Run 1, routed metal, one color a layer:
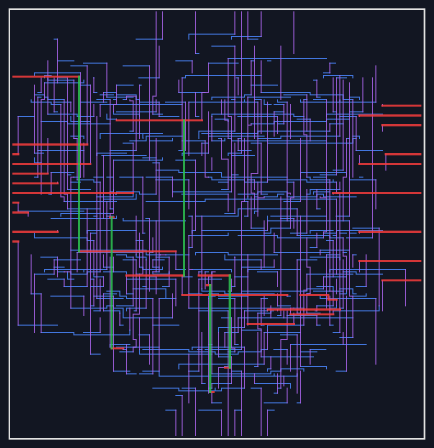
Run 1, pin map:
Pins as bars across the die edge, other pins in gray.
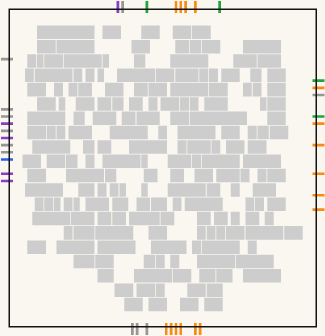
Run 1, logic cells by family:
The bar under the picture is 20 um long.
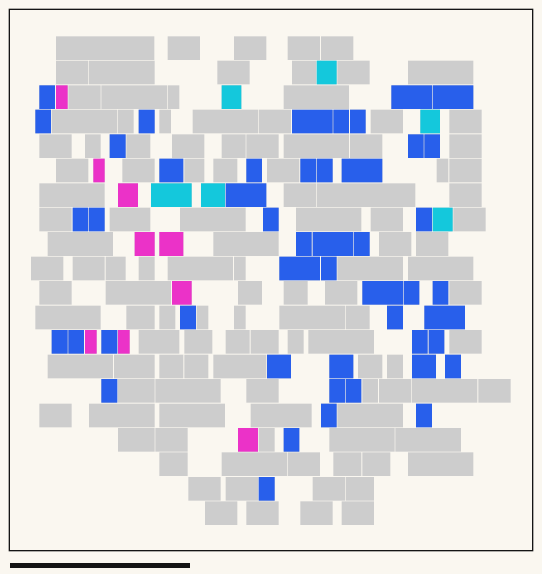
File: config.mk
export PLATFORM = sky130hd
export DESIGN_NAME = lzd_seq_ctrl
export DESIGN_NICKNAME = d
export VERILOG_FILES = /design/src/rtl/lzd_seq_ctrl.sv
export SDC_FILE = /design/constraint.sdc
export NUM_CORES = 1
export LEC_CHECK = 0
export CORE_AREA = 2 2 56 58
export DETAILED_ROUTE_END_ITERATION = 10
export DIE_AREA = 0 0 58 60
export PLACE_DENSITY_LB_ADDON = 0.3
export SYNTH_ARGS = -nofsm -noshare
export SYNTH_HDL_FRONTEND = slang
export SYNTH_SLANG_ARGS = --single-unit
File: constraint.sdc
create_clock -name clock -period 2.8 [get_ports clock]
set_input_delay 0.7 -clock clock [delete_from_list [all_inputs] [get_ports clock]]
set_output_delay 0.7 -clock clock [all_outputs]
set_load 0.01 [all_outputs]
File: src/rtl/lzd_seq_ctrl.sv
// lzd_seq_ctrl: multi-cycle leading-zero counter built around an external
// 4-bit leading-zero detector. The operand is scanned one nibble per cycle,
// MSB first, stopping at the first non-zero nibble.
//
// Handshakes: a transfer happens on a rising clock edge where both valid and
// ready are high. The producer holds valid and its data stable until that
// edge. in_ready is high only in IDLE, and out_valid is high only in DONE.
// Because of this, an operand can never be accepted in the same cycle that a
// result is consumed.
module lzd_seq_ctrl #(
    parameter int WIDTH = 16,
    parameter int NIB   = WIDTH / 4,
    parameter int CW    = $clog2(WIDTH + 1)
) (
    input  logic             clock,
    input  logic             reset,
    input  logic             in_valid,
    output logic             in_ready,
    input  logic [WIDTH-1:0] in_data,
    output logic [3:0]       lzd_data,
    input  logic [1:0]       lzd_zcnt,
    input  logic             lzd_allZero,
    output logic             out_valid,
    input  logic             out_ready,
    output logic [CW-1:0]    out_count,
    output logic             out_allZero,
    output logic [1:0]       dbg_state
);

    // The nibble index needs at least one bit, even when there is only one nibble.
    localparam int IW = (NIB > 1) ? $clog2(NIB) : 1;

    typedef enum logic [1:0] {
        IDLE = 2'd0,
        SCAN = 2'd1,
        DONE = 2'd2
    } state_t;

    state_t           state_q, state_d;
    logic [WIDTH-1:0] sreg_q, sreg_d;
    logic [IW-1:0]    idx_q, idx_d;
    logic [CW-1:0]    acc_q, acc_d;
    logic [CW-1:0]    cnt_q, cnt_d;
    logic             az_q, az_d;

    // State and datapath registers. Reset clears everything, which
    // discards any operation that is still in flight.
    always_ff @(posedge clock) begin
        if (reset) begin
            state_q <= IDLE;
            sreg_q  <= '0;
            idx_q   <= '0;
            acc_q   <= '0;
            cnt_q   <= '0;
            az_q    <= 1'b0;
        end else begin
            state_q <= state_d;
            sreg_q  <= sreg_d;
            idx_q   <= idx_d;
            acc_q   <= acc_d;
            cnt_q   <= cnt_d;
            az_q    <= az_d;
        end
    end

    // Next-state logic and the scan datapath. The LZD is presented only
    // with registered data, so its output has no path back to itself.
    always_comb begin
        state_d  = state_q;
        sreg_d   = sreg_q;
        idx_d    = idx_q;
        acc_d    = acc_q;
        cnt_d    = cnt_q;
        az_d     = az_q;
        in_ready = 1'b0;
        lzd_data = 4'h0;

        unique case (state_q)
            IDLE: begin
                in_ready = 1'b1;
                if (in_valid) begin
                    sreg_d  = in_data;
                    idx_d   = '0;
                    acc_d   = '0;
                    state_d = SCAN;
                end
            end
            SCAN: begin
                lzd_data = sreg_q[WIDTH-1 -: 4];
                if (!lzd_allZero) begin
                    cnt_d   = acc_q + {{(CW-2){1'b0}}, lzd_zcnt};
                    az_d    = 1'b0;
                    state_d = DONE;
                end else if (idx_q == IW'(NIB - 1)) begin
                    // The last nibble is also zero, so the whole word is zero.
                    cnt_d   = CW'(WIDTH);
                    az_d    = 1'b1;
                    state_d = DONE;
                end else begin
                    sreg_d = sreg_q << 4;
                    acc_d  = acc_q + CW'(4);
                    idx_d  = idx_q + IW'(1);
                end
            end
            DONE: begin
                if (out_ready) begin
                    state_d = IDLE;
                end
            end
            default: begin
                state_d = IDLE;
            end
        endcase
    end

    assign out_valid   = (state_q == DONE);
    assign out_count   = cnt_q;
    assign out_allZero = az_q;
    assign dbg_state   = state_q;

endmodule

==> impl_metrics.ini, run 1 <==
; physical design summary
[timing]
max_freq_mhz = 403
fin_worst_skew_ns = 0.0129
tightest_slew_ns = 0.566
whs_ns = 0.490
timing.setup.tns_ns = 0
setup_viol = 0
setup_slack_ns = 0.316
slew_violations = 0
hold_violations = 0

[critical_path]
r2r_end = acc_q[2]
critPathKind = flip-flop to primary output
endpoint = lzd_data[2]
critPathLaunchType = flip-flop
path_buffers = 1
cp.depth = 3
cp_top_family = flip-flops
cp.arrival_ns = 1.78
end_kind = primary output
crit_path_max_fanout = 8
path_cells = and2b_1 > and2_1 > clkdlybuf4s50_1
slowest_delay_ns = 0.50
r2r_slack_ns = 1.11
cp-startpoint = dbg_state[1]
r2r_cells = 4

[final_layout]
n_antenna_cell = 0
syn2layout_area_growth_pct = 34.5
seq_share_pct = 31.1
fillCellCount = 243
layout.nonclk_buf_share_pct = 21.3
regArea_um2 = 581
inverters = 2
lay_top_count = clkdlybuf4s50_1
comb_cells = 101
nFlopsAndLatches = 29
comb_share_pct = 39.5
clock_buffer_count = 5
num-nonclk-buffers = 41
fin_area_mm2 = 0.00187
regMostFlops = sreg_q
clock_area_share_pct = 5.50
nNetsFinal = 205
largest_reg_flops = 16
drive_above_1_share_pct = 21.0
dominant_cells = combinational gates

[routing]
wl_um = 3450
first_iter_violations = 38
via_count = 1242
wl_met3_um = 219
antenna_left = 0
top_layer_used = met4
wirelength_met1_um = 1450
drtPass1Iterations = 4
wl_met2_um = 1690
drc = 0

[synth]
top_cells_by_area = dfxtp_1, a211oi_2, nor3_2
synthArstFlopShare_pct = 0
common_cells = dfxtp_1, a21oi_1, o21ai_1
ys_chip_area_mm2 = 0.00139
synthDistinctLibCells = 30
aoi_share_pct = 27.9
synth_top_flop_cell = dfxtp_1
simple_gate_area_share_pct = 21.8
mux_share_pct = 1.62
synth_seq_share_pct = 41.8
synth.avg_cell_area_um2 = 9.64
syn-num-nets = 169
edf_count = 0
topCombFamilyByArea = AND-OR/OR-AND gates
xor_share_pct = 0
ys.flops = 29
ys_warn_count = 0
netlist_area_mm2 = 0.00139

[min_path]
hold_path_end = out_count[2]
worstHoldStart = out_count[2]
hold_class = flip-flop to flip-flop

[clocking]
cts_setup_buffers = 0
h-tree-depth = 2
clockRootBuffer = clkbuf_4
clkLatencyLatePin_ns = 0.33
clk_pin_slew_ns = 0.09
clock-sinks = 29
cts_resized = 0
numCtsBuffers = 5

[power_and_ir_drop]
intPower_mw = 0.814
power_leader = sequential cells
p_comb_share_pct = 17.7
ir_drop_uv = 476
clk-power_mw = 0.429
pg_seq_mw = 0.460
switchingPower_mw = 0.267
clkPwrFrac_pct = 39.7
sw_frac_of_total_pct = 24.7
power_mw = 1.08

[placement]
dpl-instance-area_mm2 = 0.00176
dp_slack_ns = 0.480
place.gp.congestion = 0.776
port_buffers = 36

[die]
floorplan.core_util_pct = 47.8
die_x_um = 58
io_pins = 37
n_tap_cell = 33
fp-row-count = 20
core_region_area_mm2 = 0.00290
die_h_um = 60

[global_route]
grt_pass1_wl_um = 5810
met2_usage_pct = 35.9
met1_usage_pct = 26.7
busiest_layer = met2
grt_util_met3_pct = 7.14
antenna_found_initial = 0
grt_pass1_vias = 1247
grt_max_degree = 23

[run_status]
outcome = completed
About 'routed metal, one color a layer':
- red: met3 (wire length 219 um)
- blue: met1 (wire length 1,450 um)
- purple: met2 (wire length 1,690 um)
- green: met4 (wire length 92.5 um)

About 'pin map':
- blue: lzd_allZero (pins 1; direction input; edge left)
- orange: in_data (pins 16; direction input; edge 6 bottom, 6 right, 4 top)
- purple: out_count (pins 5; direction output; edge 4 left, 1 top)
- green: lzd_data (pins 4; direction output; edge 2 top, 2 right)

About 'logic cells by family':
- magenta: NAND gates (cells 9)
- blue: inverting AOI/OAI gates (cells 48)
- cyan: AND and OR gates (cells 6)

==> run 1 -> run 2 <==
--- a/config.mk
+++ b/config.mk
@@ -5,10 +5,11 @@
 export SDC_FILE = /design/constraint.sdc
 export NUM_CORES = 1
 export LEC_CHECK = 0
-export CORE_AREA = 2 2 56 58
+export CORE_AREA = 3 3 57 59
 export DETAILED_ROUTE_END_ITERATION = 10
-export DIE_AREA = 0 0 58 60
+export DIE_AREA = 0 0 60 62
 export PLACE_DENSITY_LB_ADDON = 0.3
 export SYNTH_ARGS = -nofsm -noshare
 export SYNTH_HDL_FRONTEND = slang
 export SYNTH_SLANG_ARGS = --single-unit
+export TNS_END_PERCENT = 1
Run 2, the clock network:
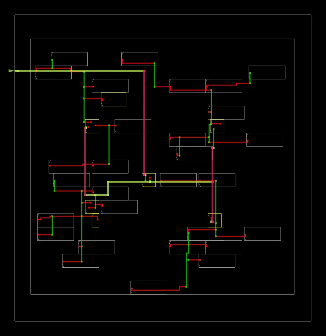
Clk. pwr: 0.255 mW
clk latency late pin: 0.32 ns

Run 2, pin map:
Pins as bars across the die edge, other pins in gray.
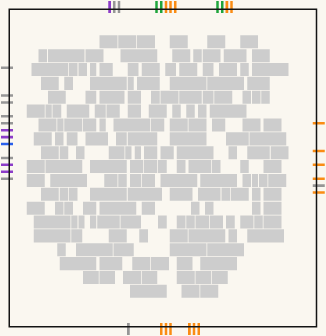
Die X: 60 um
Port Buf Inserts: 36
die height: 62 um

==> run 2 against run 1 <==
Net effect:
- sequential share of layout area up 0.73 points
- utilization up 1.8 points
- non-clock buffer count up 1
- total power down 16%
- die area up 6.9%
- synthesized cell count unchanged
- clock-buffer cell count up 2
- largest power group unchanged
- highest routed layer unchanged
==> impl_metrics.ini, run 2 <==
; physical design summary
[synth]
synthArstFlopShare_pct = 0
netlist_area_mm2 = 0.00139
synth.avg_cell_area_um2 = 9.64
synth_seq_share_pct = 41.8
aoi_share_pct = 27.9
xor_share_pct = 0
syn-num-nets = 169
common_cells = dfxtp_1, a21oi_1, o21ai_1
mux_share_pct = 1.62
top_cells_by_area = dfxtp_1, a211oi_2, nor3_2
edf_count = 0
ys_warn_count = 0

[power_and_ir_drop]
sw_frac_of_total_pct = 27.5
power_mw = 0.906
ir_drop_uv = 358
pg_seq_mw = 0.458
power_leader = sequential cells

[final_layout]
largest_reg_flops = 16
seq_share_pct = 31.8
num-nonclk-buffers = 42
lay_top_count = clkdlybuf4s50_1
fin_area_mm2 = 0.00182
syn2layout_area_growth_pct = 31.5
n_antenna_cell = 0
comb_cells = 101
layout.nonclk_buf_share_pct = 22.2
clock_buffer_count = 7
regArea_um2 = 581
drive_above_1_share_pct = 20.4
nFlopsAndLatches = 29

[critical_path]
cp.arrival_ns = 1.65
critPathLaunchType = flip-flop
r2r_end = idx_q[0]
slowest_delay_ns = 0.54
cp_top_family = buffers and inverters
end_kind = primary output
r2r_cells = 4
crit_path_max_fanout = 7
cp-startpoint = dbg_state[1]
r2r_slack_ns = 1.08

[timing]
fin_worst_skew_ns = 0.00702
setup_slack_ns = 0.454
whs_ns = 0.492
timing.setup.tns_ns = 0
max_freq_mhz = 426

[routing]
wl_um = 3340
drtPass1Iterations = 4
drc = 0
first_iter_violations = 81
antenna_left = 0

[placement]
dpl-instance-area_mm2 = 0.00177
place.gp.congestion = 0.727

[global_route]
grt_max_degree = 23
grt_pass1_vias = 1303
grt_pass1_wl_um = 5650
met2_usage_pct = 36.9

[die]
core_region_area_mm2 = 0.00276
io_pins = 37
fp-row-count = 19

[clocking]
clockRootBuffer = clkbuf_4
h-tree-depth = 2
cts_resized = 0

[run_status]
outcome = completed
==> run 2 -> run 3 <==
--- a/config.mk
+++ b/config.mk
@@ -5,9 +5,9 @@
 export SDC_FILE = /design/constraint.sdc
 export NUM_CORES = 1
 export LEC_CHECK = 0
-export CORE_AREA = 3 3 57 59
+export CORE_AREA = 3 3 61 63
 export DETAILED_ROUTE_END_ITERATION = 10
-export DIE_AREA = 0 0 60 62
+export DIE_AREA = 0 0 64 66
 export PLACE_DENSITY_LB_ADDON = 0.3
 export SYNTH_ARGS = -nofsm -noshare
 export SYNTH_HDL_FRONTEND = slang
==> constraint.sdc (replaced) <==
create_clock -name clock -period 1.99 [get_ports clock]
set_input_delay 0.4975 -clock clock [delete_from_list [all_inputs] [get_ports clock]]
set_output_delay 0.4975 -clock clock [all_outputs]
set_load 0.01 [all_outputs]
Run 3, sequential cells colored by netlist name:
Other sequential cells in the stronger gray, the rest of the logic in the fainter gray.
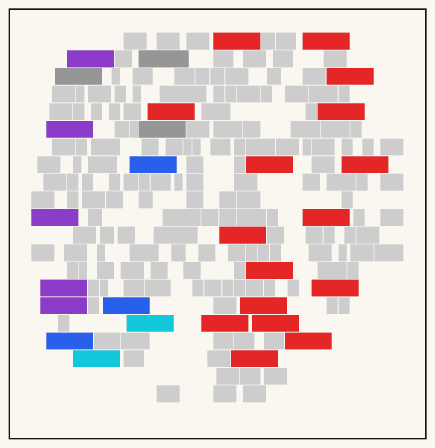
- red: sreg_q (sequential cells 16)
- cyan: idx_q (sequential cells 2)
- blue: acc_q (sequential cells 3)
- purple: out_count (sequential cells 5)

Run 3, pin map:
Pins as bars across the die edge, other pins in gray.
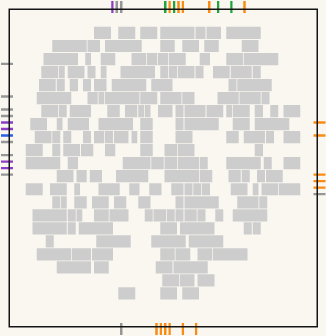
- purple: out_count (pins 5; direction output; edge 4 left, 1 top)
- green: lzd_data (pins 4; direction output; edge top)
- blue: lzd_allZero (pins 1; direction input; edge left)
- orange: in_data (pins 16; direction input; edge 6 bottom, 5 top, 5 right)
- all pins by edge: 12 left, 12 top, 7 bottom, 6 right

==> run 3 against run 2 <==
Net effect:
- die area rose by 14%
- worst hold slack worse by 0.0044 ns
- setup slack got worse by 0.36 ns
- final area up 4.2%
- critical endpoint is now dbg_state[0]
- non-clock buffer count increased by 7
- first-iteration DRC count shrank 31%
==> impl_metrics.ini, run 3 <==
; physical design summary
[synth]
ys_chip_area_mm2 = 0.00139
aoi_share_pct = 27.9
synth.avg_cell_area_um2 = 9.64
synthArstFlopShare_pct = 0
syn-num-nets = 169
ys_warn_count = 0
ys.flops = 29
mux_share_pct = 1.62
top_cell = dfxtp_1
adder_share_pct = 1.80
top_cells_by_area = dfxtp_1, a211oi_2, nor3_2
common_cells = dfxtp_1, a21oi_1, o21ai_1
xor_share_pct = 0
synth_seq_share_pct = 41.8
synthDistinctLibCells = 30
topCombFamilyByArea = AND-OR/OR-AND gates
netlist_area_mm2 = 0.00139
simple_gate_area_share_pct = 21.8

[routing]
via_count = 1214
top_layer_used = met4
first_iter_violations = 56
drtPass1Iterations = 4
wl_met3_um = 178
wirelength_met1_um = 1310
drc = 0
antenna_left = 0
wl_met2_um = 1700
wl_um = 3230

[clocking]
cts_setup_buffers = 0
h-tree-depth = 2
clock-sinks = 29
numCtsBuffers = 5
cts_resized = 7
clockRootBuffer = clkbuf_4

[timing]
timing.setup.tns_ns = 0
hold_violations = 0
setup_viol = 0
slew_violations = 0
setup_slack_ns = 0.0903
post-route-period-util_pct = 95.5
fin_worst_skew_ns = 0.00718
max_freq_mhz = 526
tightest_slew_ns = 0.451

[power_and_ir_drop]
ir_drop_uv = 388
power_leader = sequential cells
sw_frac_of_total_pct = 27.5
switchingPower_mw = 0.344
p_comb_share_pct = 22.2
comb-power_mw = 0.278
clkPwrFrac_pct = 26.1
pg_seq_mw = 0.648
pwr-share-seq_pct = 51.7
intPower_mw = 0.909
power_mw = 1.25
clk-power_mw = 0.327

[critical_path]
slowest_delay_ns = 0.55
cp.depth = 2
crit_path_max_fanout = 9
critPathLaunchType = flip-flop
r2r_slack_ns = 0.44
r2r_end = sreg_q[6]
cp-startpoint = dbg_state[0]
r2r_cells = 5
path_buffers = 2
cp.arrival_ns = 1.40
endpoint = dbg_state[0]
end_kind = primary output
cp_top_family = buffers and inverters
path_cells = buf_4 > clkdlybuf4s50_1

[final_layout]
clock_area_share_pct = 2.57
largest_reg_flops = 16
comb_share_pct = 38.8
n_antenna_cell = 0
layout.nonclk_buf_share_pct = 24.6
num-nonclk-buffers = 49
drive_above_1_share_pct = 23.8
fin_area_mm2 = 0.00190
nNetsFinal = 213
comb_cells = 101
seq_share_pct = 30.6
fillCellCount = 305
inverters = 2
clock_buffer_count = 8
lay_top_count = clkdlybuf4s50_1
nFlopsAndLatches = 29
dominant_cells = combinational gates
syn2layout_area_growth_pct = 37.0
regArea_um2 = 582
utilization_pct = 57.9

[global_route]
antenna_found_initial = 0
met2_usage_pct = 30.3
met1_usage_pct = 17.9
grt_max_degree = 22
busiest_layer = met2
grt_util_met3_pct = 5.10
grt_pass1_vias = 1252

[die]
n_tap_cell = 46
fp-row-count = 21
die_x_um = 64
floorplan.core_util_pct = 42.2
io_pins = 37
die_h_um = 66

[run]
warnings = 26

[min_path]
worstHoldStart = out_count[1]
hold_path_end = out_count[1]
hold_class = flip-flop to flip-flop

[placement]
place.gp.congestion = 0.752
port_buffers = 36
dp_slack_ns = 0.0997

[run_status]
outcome = completed
No activity file was given, so power comes from the tool's default toggle rates.
